--- config.mk ---
export PLATFORM = sky130hd
export DESIGN_NAME = mer_meas_ctrl
export DESIGN_NICKNAME = d
export VERILOG_FILES = /design/src/rtl/mer_meas_ctrl.sv
export SDC_FILE = /design/constraint.sdc
export NUM_CORES = 1
export LEC_CHECK = 0
export ABC_CLOCK_PERIOD_IN_PS = 30200
export CORE_ASPECT_RATIO = 1.5
export CORE_MARGIN = 10
export CORE_UTILIZATION = 55
export CTS_CLUSTER_SIZE = 40
export DETAILED_ROUTE_END_ITERATION = 7
export PLACE_DENSITY = 0.73
export SLEW_MARGIN = 10
export SYNTH_ARGS = -nofsm -noshare
export SYNTH_HDL_FRONTEND = slang
export SYNTH_SLANG_ARGS = --single-unit
--- constraint.sdc ---
create_clock -name clk -period 30.2 [get_ports clk]
set_input_delay 4.53 -clock clk [delete_from_list [all_inputs] [get_ports clk]]
set_output_delay 4.53 -clock clk [all_outputs]
set_load 0.01 [all_outputs]
--- src/rtl/mer_meas_ctrl.sv ---
// mer_meas_ctrl: two-phase MER sequencer - mean |dec_var| sets ref_lvl, then mean squared slicer error.
// Optional build macro CONT_MEAS_EN: error windows repeat back-to-back with the held ref_lvl.
module mer_meas_ctrl #(
  parameter int LOG2_N   = 16,
  parameter int DW       = 18,
  parameter int REF_INIT = 65536
) (
  input  logic                 clk,
  input  logic                 reset,
  input  logic                 sam_clk_en,
  input  logic                 start,
  input  logic signed [DW-1:0] dec_var,
  input  logic signed [DW-1:0] ref_map,
  output logic signed [DW-1:0] ref_lvl,
  output logic [1:0]           slice,
  output logic [2*DW-1:0]      err_sq_avg,
  output logic                 busy,
  output logic                 valid
);
  localparam int RAW = DW + LOG2_N;
  localparam int EAW = 2*DW + LOG2_N;
  localparam int CW  = LOG2_N + 1;
  localparam logic [CW-1:0]        LAST_CNT = {1'b0, {LOG2_N{1'b1}}};
  localparam logic signed [DW-1:0] S_MAX    = {1'b0, {(DW-1){1'b1}}};
  localparam logic signed [DW-1:0] S_MIN    = {1'b1, {(DW-1){1'b0}}};
  localparam logic signed [DW-1:0] REF_RST  = DW'(REF_INIT);

  typedef enum logic [1:0] {IDLE, REF_ACC, ERR_ACC, DONE} state_t;

  state_t               state_q;
  logic [CW-1:0]        cnt_q;
  logic [RAW-1:0]       ref_acc_q, ref_acc_d;
  logic [EAW-1:0]       err_acc_q, err_acc_d;
  logic signed [DW-1:0] ref_lvl_q, ref_lvl_d;
  logic [2*DW-1:0]      err_avg_q, err_avg_d;
  logic                 busy_q, valid_q;

  logic [DW-1:0]        abs_dv;
  logic [DW-1:0]        ref_mean;
  logic signed [DW:0]   dv_x, ref_x, err_w;
  logic signed [DW-1:0] err_sat;
  logic [2*DW-1:0]      err_x, err_sq;
  logic                 phase_end, restart;

  assign abs_dv    = (dec_var == S_MIN) ? S_MAX : (dec_var[DW-1] ? -dec_var : dec_var);
  assign ref_acc_d = ref_acc_q + {{LOG2_N{1'b0}}, abs_dv};
  assign ref_mean  = ref_acc_d[RAW-1:LOG2_N];
  assign ref_lvl_d = ref_mean[DW-1] ? S_MAX : $signed(ref_mean);

  assign dv_x  = {dec_var[DW-1], dec_var};
  assign ref_x = {ref_lvl_q[DW-1], ref_lvl_q};
  assign err_w = dv_x - {ref_map[DW-1], ref_map};
  assign err_sat = (err_w[DW] != err_w[DW-1]) ? (err_w[DW] ? S_MIN : S_MAX) : err_w[DW-1:0];

  // A two's-complement square taken modulo 2^(2*DW) is exact here since |e|^2 <= 2^(2*DW-2).
  assign err_x     = {{DW{err_sat[DW-1]}}, err_sat};
  assign err_sq    = err_x * err_x;
  assign err_acc_d = err_acc_q + {{LOG2_N{1'b0}}, err_sq};
  assign err_avg_d = err_acc_d[EAW-1:LOG2_N];

  always_comb begin
    slice = 2'b00;
    if (dv_x >= ref_x)        slice = 2'b10;
    else if (!dec_var[DW-1])  slice = 2'b11;
    else if (dv_x >= -ref_x)  slice = 2'b01;
  end

  assign phase_end = sam_clk_en && (cnt_q == LAST_CNT);

`ifdef CONT_MEAS_EN
  assign restart = start && (state_q != REF_ACC);
`else
  assign restart = start && ((state_q == IDLE) || (state_q == DONE));
`endif

  always_ff @(posedge clk) begin
    if (reset) begin
      state_q   <= IDLE;
      cnt_q     <= '0;
      ref_acc_q <= '0;
      err_acc_q <= '0;
      ref_lvl_q <= REF_RST;
      err_avg_q <= '0;
      busy_q    <= 1'b0;
      valid_q   <= 1'b0;
    end else if (restart) begin
      // A strobe coinciding with start is deliberately dropped.
      state_q   <= REF_ACC;
      cnt_q     <= '0;
      ref_acc_q <= '0;
      err_acc_q <= '0;
      busy_q    <= 1'b1;
      valid_q   <= 1'b0;
    end else if (sam_clk_en) begin
      case (state_q)
        REF_ACC: begin
          if (phase_end) begin
            ref_lvl_q <= ref_lvl_d;
            ref_acc_q <= '0;
            cnt_q     <= '0;
            state_q   <= ERR_ACC;
          end else begin
            ref_acc_q <= ref_acc_d;
            cnt_q     <= cnt_q + CW'(1);
          end
        end
        ERR_ACC: begin
          if (phase_end) begin
            err_avg_q <= err_avg_d;
            err_acc_q <= '0;
            cnt_q     <= '0;
            valid_q   <= 1'b1;
`ifdef CONT_MEAS_EN
            state_q   <= ERR_ACC;
`else
            state_q   <= DONE;
            busy_q    <= 1'b0;
`endif
          end else begin
            err_acc_q <= err_acc_d;
            cnt_q     <= cnt_q + CW'(1);
          end
        end
        default: ;
      endcase
    end
  end

  assign ref_lvl    = ref_lvl_q;
  assign err_sq_avg = err_avg_q;
  assign busy       = busy_q;
  assign valid      = valid_q;
endmodule

Run 1, placement view:
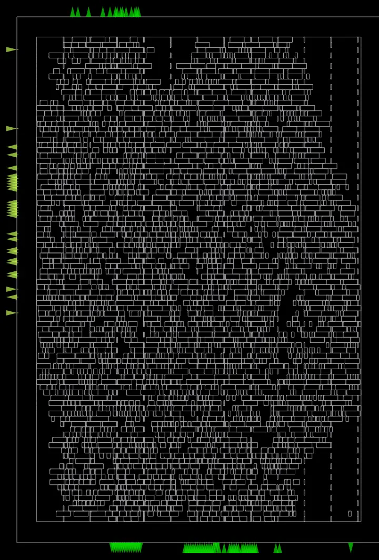
final standard cell count with taps included and fillers excluded: 3456
count of sequential standard cells: 160
fin util: 60.1%
fill cell total of the finished layout: 3846

Run 1, logic cells by family:
Scale: 1.5 px per um.
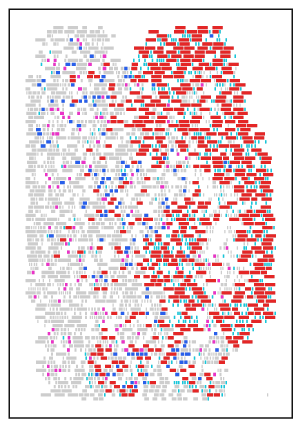
[red] fa/ha/maj cells | cells: 523
[magenta] and/or cells | cells: 107
[cyan] inv cells | cells: 484
[blue] non-inverting ao/oa cells | cells: 124
most common cell after layout, fill and taps aside: sky130_fd_sc_hd__inv_1
fraction of area in multi-input gates: 70.7%

Run 1, close-up of the layout:
Region (79, 121) to (109, 151) um. Cells in grey, sequential cells in the stronger grey; small squares are vias.
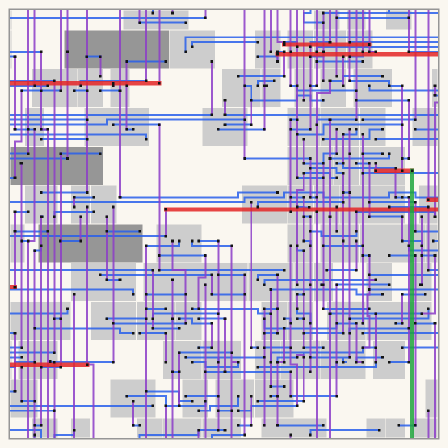
[red] M3
[blue] M1
[green] M4
[purple] M2
netlist names of flops here include: `err_acc_q` (3)
most frequent: a21oi_1 (15), ha_1 (8)
cells with their middle in the window: 76
sequential cells in the window: 3

## run 1: metrics by stage
stage / instance area [um^2]
after global routing: 25200
after CTS: 25200
final: 25200
after global placement: 24600
after floorplan: 23200
after detailed placement: 24600
## run 1: registers in the layout, summed over array words and instances, names as in the netlist
name        count
err_sq_avg     36
state_q         2
busy            1
err_acc_q      52
ref_lvl        17
valid           1
ref_acc_q      34
cnt_q          17
## run 1: final timing paths
kind / start / endpoint / cells after the start
setup reg to reg: err_acc_q[22] / err_acc_q[48] / 10
hold / removal: err_sq_avg[14] / err_sq_avg[14] / 2
hold reg to reg: err_sq_avg[14] / err_sq_avg[14] / 2
setup / recovery: dec_var[1] / err_sq_avg[25] / 43
## run 1: final cells by class
cell class / count / area [um^2]
Clock inverter: 14 / 120
Clock buffer: 18 / 429
Fill cell: 3846 / 16700
Sequential cell: 160 / 3200
Tap cell: 564 / 706
Multi-Input combinational cell: 2099 / 17800
Inverter: 484 / 1820
Timing Repair Buffer: 117 / 1110
## run 1: critical path, delay by kind of cell
family          cells  cell delay [ps]
xor+xnor            2              360
compound gates     18             5100
fa+ha+maj          10             4960
simple gates        7             1950
buf+inv             6             1480
## run 1: layer usage
metal	wire, um	vias up	track usage [%]	part of all wire [%]
met5	0	-	0	0
met4	3760	0	13.8	5.7
met3	2780	197	2.49	4.2
met2	35100	600	48.4	53
met1	24800	9784	28.7	37
li1	-	9441	-	-
## run 1: cells by family after synthesis
logic type,synth area share (%)
buffers and inverters,9.52
AND-OR/OR-AND,16.2
adder cells (fa/ha/maj),37.8
XOR/XNOR,6.19
AND/OR/NAND/NOR,16.3
flip-flops,13.8
other,0.0162
multiplexers,0.221
==> run summary, run 1 <==
Implementation numbers.

- The flow ran to the end, and the final reports show no timing, DRC or antenna violations.
- The post-route antenna net violation count is 0.
- Per STA, the highest per-stage delay on the worst path measures 710 ps.
- Clock skew on the completed layout was measured at about 14 ps.
- Before placement the cells fill between 50% and 60% of the core.
- The cell count in the Yosys report is 2843.
- The number of max-capacitance violations reported is 0.
- The total overflow left after global routing is 0.
- The number of CTS-inserted buffers is 17.
- After synthesis the cells add up to about 23000 um^2.
- The weighted congestion reported at the end of routability-driven placement is 1.02.
- sky130_fd_sc_hd__fa_1 takes more of the synthesized area than any other cell.
- The clock transition time at the flip-flop clock pins of the worst setup and hold paths is 70 ps.
- The die extent in x is around 190 um.
- The worst slack at placement is 11910 ps.
- In this run the count of I/O pins placed on the die edge is 98.
- Post-CTS repair changed the size of 0 cells.
- The final-stage net count is between 3000 and 4000.
- The synthesized chip area reported by yosys is about 23000 um^2.
- In the final report, the number of pins over their slew limit comes to 0.
- The cell repeated most along the worst path is sky130_fd_sc_hd__fa_1.
- For this design, the CTS-stage hold fixing added 0 buffers.
- The number of diodes is 0.
- The area of the chip is 51000 um^2.
- The master cell of the clock root buffer is sky130_fd_sc_hd__clkbuf_16.
- Per the detail_route report, routed wire per instance is 19.2 um.
- Sequential cells were found to cover roughly 14% of the synthesized design area.
- Looking at the max-slew report, the worst-margin pin has a slew of about 1100 ps.
- The peak fanout along the critical path is 38.
- The placeable core area is 41900 um^2.
- The number of rows in the core area is 92.
- The count of buffers added on input and output ports is 96.
- The element type at the critical path start is an input port.
- The Yosys step of the flow raised 0 warnings.
- The final critical-path share of the clock period is around three fifths.
- Clock latency on the worst-skew pair, taken at its later pin, is ~450 ps.
- The routed design shows a via density per instance of 5.79.
- For this run, design rule violations remaining after detail routing come to 0.
- Entering global routing, the biggest net connects between 60 and 70 pins.
- The TritonCTS clock tree is done.
- The setup path with the least slack is of type in2reg.
- The worst hold slack is 452 ps.
- According to the floorplan report, the die height is between 200 and 300 um.
- Endpoints failing hold in the final report were tallied at 0.
- In this run the register-to-register setup slack is ~27000 ps.
- Derived from the worst setup path, the maximum achievable clock frequency is between 0.05 and 0.06 GHz.
- The synthesis stat section lists a flop and latch total of 160.
==> run 1 -> run 2 <==
Settings changed: ABC_CLOCK_PERIOD_IN_PS 30200 to 18740.
Clock period 30.2 ns to 18.74 ns, I/O delays scaled along.
==> run 2 against run 1 <==
Net effect: hold slack better by 0.50 ps; critical endpoint unchanged; utilization hardly changed; largest cell class unchanged; count of clock-buffer cells in the layout is 2 higher.
==> run summary, run 2 <==
Implementation numbers.

- The run finished with clean final reports.
- The largest clock skew in the final design came to 9.92 ps (-3.58 ps).
- The master cell of the clock root buffer is sky130_fd_sc_hd__clkbuf_16.
- The post-detailed-route via-to-cell ratio is 5.83 (+0.61%).
- The cell count in the Yosys report is 2843 (unchanged).
- The cell type that accounts for the most area after synthesis is sky130_fd_sc_hd__fa_1.
- The most instantiated logic cell after routing is sky130_fd_sc_hd__inv_1.
- Derived from the worst setup path, the maximum achievable clock frequency is slightly above 0.06 GHz.
- The peak fanout along the critical path is 38 (unchanged).
- The met3 layer wire length in the routed design was 2940 um (+5.8%).
- TritonCTS built the clock tree.
- The number of diodes was 0 (unchanged).
- The critical setup path kind is in2reg.
- The tally of buffers added on design ports is 96 (unchanged).
- The synthesis warning total was 0 (unchanged).
- The synthesized chip area reported by yosys came to 23200 um^2 (unchanged).
- The worst setup path is launched from an input port.
- Signal routing reaches up to met4.
- The cell area after technology mapping is 23200 um^2 (unchanged).
- The post-route antenna net violation count is 0 (unchanged).
- The synthesis-stage register bit count is 160 (unchanged).
- The worst slack at placement is 2170 ps (-9740 ps).
- The placeable core area is 41900 um^2 (unchanged).
==> run 2: cell counts after synthesis <==
No cell type changed its count.
==> run 2: cell families after synthesis <==
kind of cell,synth area share [%]
AOI/OAI and AO/OA,16.2
xor gates and xnor gates,6.19
adders and majority gates,37.8
buffers and inverters,9.52
DFF,13.8
muxes,0.221
other,0.0162
and+or+nand+nor,16.3
==> run 2: routing by layer <==
metal  vias up  GRT usage, %
li1       9437             -
met1      9864          28.4
met3       198          2.66
met2       646          48.4
met4         0          15.2
met5         -             0
==> run 2: path summary, 6_finish.rpt <==
kind / start / end / slack, ps / cells past startpoint
worst max-delay path: dec_var[1] / err_sq_avg[25] / 2380 / 43
worst min-delay path: err_acc_q[29] / err_acc_q[29] / 450 / 2
worst max register to register: err_acc_q[2] / err_acc_q[43] / 15380 / 10
worst min register to register: err_acc_q[29] / err_acc_q[29] / 450 / 2
==> run 2: stage by stage <==
step                      hold WS [ps]  cells  instance area, um^2
after floorplan                    430   2843                23200
after global placement             441   3424                24600
after detailed placement           447   3424                24600
after CTS                          456   3456                25200
after global routing               484   3456                25200
final                              452   3456                25200
==> run 2: final cells by class <==
| cell class | count | area (um^2) |
|---|---|---|
| clock buffers | 20 | 467 |
| clock inverters | 12 | 100 |
| fillers | 3881 | 16700 |
| inverters | 484 | 1820 |
| multi-input cells | 2099 | 17800 |
| flip-flops and latches | 160 | 3200 |
| well taps | 564 | 706 |
| repair buffers | 117 | 1110 |
==> run 2: worst max-delay path, delay by kind of cell <==
| kind | cells | cell delay [ps] |
|---|---|---|
| adder cells (fa/ha/maj) | 10 | 4660 |
| XOR/XNOR | 3 | 560 |
| AND-OR/OR-AND | 17 | 4720 |
| buffers and inverters | 4 | 1340 |
| AND/OR/NAND/NOR | 9 | 2590 |
Run 2, signal wires by layer:
Scale: 1.5 px per um. Only two layers are drawn.
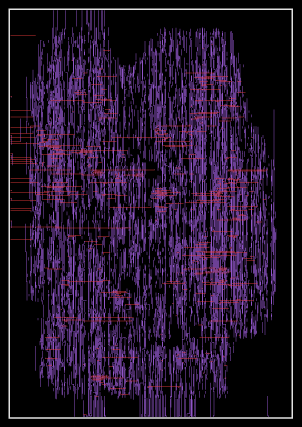
[purple] M2 | wire length: 34.7 mm
[red] M3 | wire length: 2940 um
WL final: 66100 um
All-Layer GR Usage: 26.2%
wire length per cell after detailed routing: 19.1 um
vias post-DR: 20100

Run 2, routed metal per tile:
Scale: 1 px per um. The die is cut into 19 by 27 equal tiles; dark purple is low, yellow is high, scaled to the fullest tile. Values are wire area over tile area, all layers added.
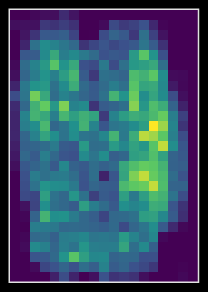
nearly empty tiles: 18%
tiles over half the peak: 20%
mean over tiles: 0.21
fullest tile: 0.67

==> run 2 -> run 3 <==
Settings changed: CORE_MARGIN 10 to not set.
Run 3, signal wires by layer:
Scale: 1.5 px per um. Only two layers are drawn.
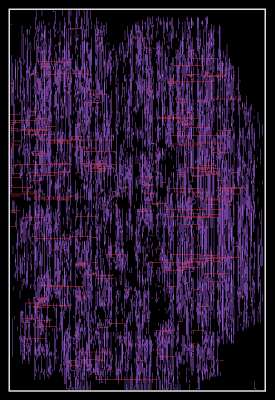
[red] M3 | wire length: 2450 um
[purple] M2 | wire length: 34.7 mm
All-Layer GR Usage: 32.1%
wire length per cell after detailed routing: 19.2 um
vias post-DR: 20100
WL final: 66100 um

Run 3, close-up of the layout:
Region (70, 112) to (100, 142) um. Cells in grey, sequential cells in the stronger grey; small squares are vias.
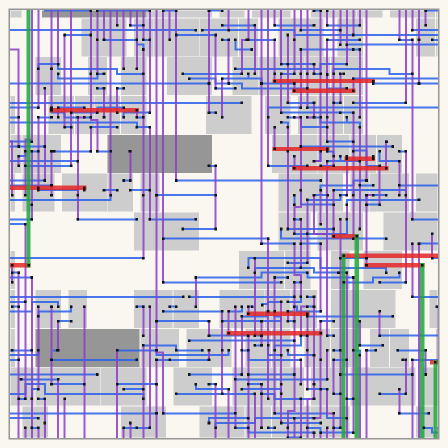
[green] M4
[purple] M2
[blue] M1
[red] M3
netlist names of flops here include: `err_acc_q` (2)
cells with their middle in the window: 79
most frequent: a21oi_1 (14), xnor2_1 (10), nand2_1 (8)
sequential cells in the window: 2

==> run 3 against run 2 <==
Net effect: cell count fell by 0.14%; utilization rose by 0.93 points; via count fell by 0.11%; flip-flop count did not move; synthesized cell count did not move; maximum frequency fell by 0.85%; cell area rose by 0.17%; routed wire length rose by 0.10%; largest cell class unchanged; highest routed layer unchanged.
==> run summary, run 3 <==
Implementation numbers.

- The most congested layer reported by global routing is met2.
- The number of diodes was 0 (unchanged).
- The synthesis warning total is 0 (unchanged).
- The worst reg2reg path depth is 10 (unchanged).
- The worst setup path is launched from an input port.
- The post-route antenna net violation count is 0 (unchanged).
- Per STA, the startpoint of the critical path is dec_var[1].
- The placeable core area is 41300 um^2 (-1.4%).
- The cell area after technology mapping came to 23200 um^2 (unchanged).
- The flow ran to the end, and the final reports show no timing, DRC or antenna violations.
- The placed instance count is 3419 (-0.15%).
- The library cell with the largest summed area after synthesis is sky130_fd_sc_hd__fa_1.
- The final layout reports a setup TNS of 0 ps.
- Per the synth stats, the proportion of register bits with asynchronous set or reset is 0%.
- The most common logic cell in the final layout is sky130_fd_sc_hd__inv_1.
- The tally of buffers added on design ports is 96 (unchanged).
- In this run, the number of DRC markers left after iteration 0 of detailed routing was 1167.
- TritonCTS built the clock tree.
- The synthesis-stage register bit count is 160 (unchanged).
- The worst hold slack is 457 ps (+4.70 ps).
- The number of antenna violations at the first check in global routing is 0.
- Following the worst setup path forward leads to its endpoint at err_sq_avg[25].
- The worst slack at placement is 1970 ps (-201 ps).
- The gate count of the mapped netlist is 2843.
- The cell count in the Yosys report is 2843 (unchanged).
- The number of rows in the core area is 91.
- The peak fanout along the critical path is 38 (unchanged).
- The storage element area came to 3200 um^2 (unchanged).
- The global-route met1 utilization was 35.7% (+7.3 points).
- In this run the critical register-to-register path is launched from err_acc_q[2].
- The synthesized chip area reported by yosys is 23200 um^2 (unchanged).
- The largest clock skew in the final design came to 10.2 ps (+0.229 ps).
- The critical setup path kind is in2reg.
- The end of the worst register-to-register path is err_acc_q[51].
- In the floorplan report the effective utilization is between 50 and 60%.
- Clock tree synthesis selected as its root buffer the cell sky130_fd_sc_hd__clkbuf_16.
- The area growth from synthesis to layout is 8.85%.
- The worst setup slack for register-to-register paths is 15340 ps (-40 ps).
- The non-filler instance count after layout is 3451 (-0.14%).
- The logic area is 17800 um^2 (unchanged).
- The post-detailed-route via-to-cell ratio is 5.83 (about the same).
- The routing usage on met2 came to 59.5% (+11 points).
- The layout filler cell count is 3702 (-4.6%).
- The largest register by flop count is err_acc_q.
- In this run the maximum-capacitance check reported violations numbering 0.
- The met3 track utilization from global routing came to 2.71% (+0.053 points).
- The highest clock rate came to 0.0606 GHz (-0.85%).
## run 3: worst min path at each step
stage                               from              to  slack (ps)  cells after the start
final                     err_sq_avg[18]  err_sq_avg[18]         460                      2
after global routing        err_acc_q[0]    err_acc_q[0]         480                      2
after CTS                   err_acc_q[0]    err_acc_q[0]         460                      2
after detailed placement    err_acc_q[0]    err_acc_q[0]         450                      2
after global placement     err_acc_q[24]   err_acc_q[24]         440                      2
after floorplan            err_acc_q[29]   err_acc_q[29]         430                      2
## run 3: worst max-delay path, delay by kind of cell
family                   cells  cell delay, ps
AND-OR/OR-AND               16            4610
adder cells (fa/ha/maj)     10            5010
buffers and inverters        6            1480
AND/OR/NAND/NOR             10            2570
XOR/XNOR                     2             330
## run 3: layout make-up
cell class	count	share of cell area [%]
sequential	160	12.7
inverter	484	7.19
multi-input combinational	2099	70.5
clock inverter	14	0.659
clock buffer	18	1.74
timing repair buffer	118	4.46
tap	558	2.76
## run 3: kinds of logic after synthesis
| logic type | share of synthesized area [%] |
|---|---|
| AND/OR/NAND/NOR | 16.3 |
| buffers and inverters | 9.52 |
| multiplexers | 0.221 |
| other | 0.0162 |
| AND-OR/OR-AND | 16.2 |
| adder cells (fa/ha/maj) | 37.8 |
| flip-flops | 13.8 |
| XOR/XNOR | 6.19 |
## run 3: per-stage QoR
| stage | cell area [um^2] | util [%] |
|---|---|---|
| floorplan | 23200 | - |
| CTS | 25300 | 61.1 |
| finish | 25300 | 61.1 |
| detailed placement | 24700 | 59.6 |
| global placement | 24700 | 59.6 |
| global route | 25300 | 61.1 |
## run 3: layer usage
metal | wire length [um] | up-vias
li1 | - | 9438
met1 | 25200 | 9900
met2 | 34700 | 596
met3 | 2450 | 189
met4 | 3850 | 0
met5 | 0 | -
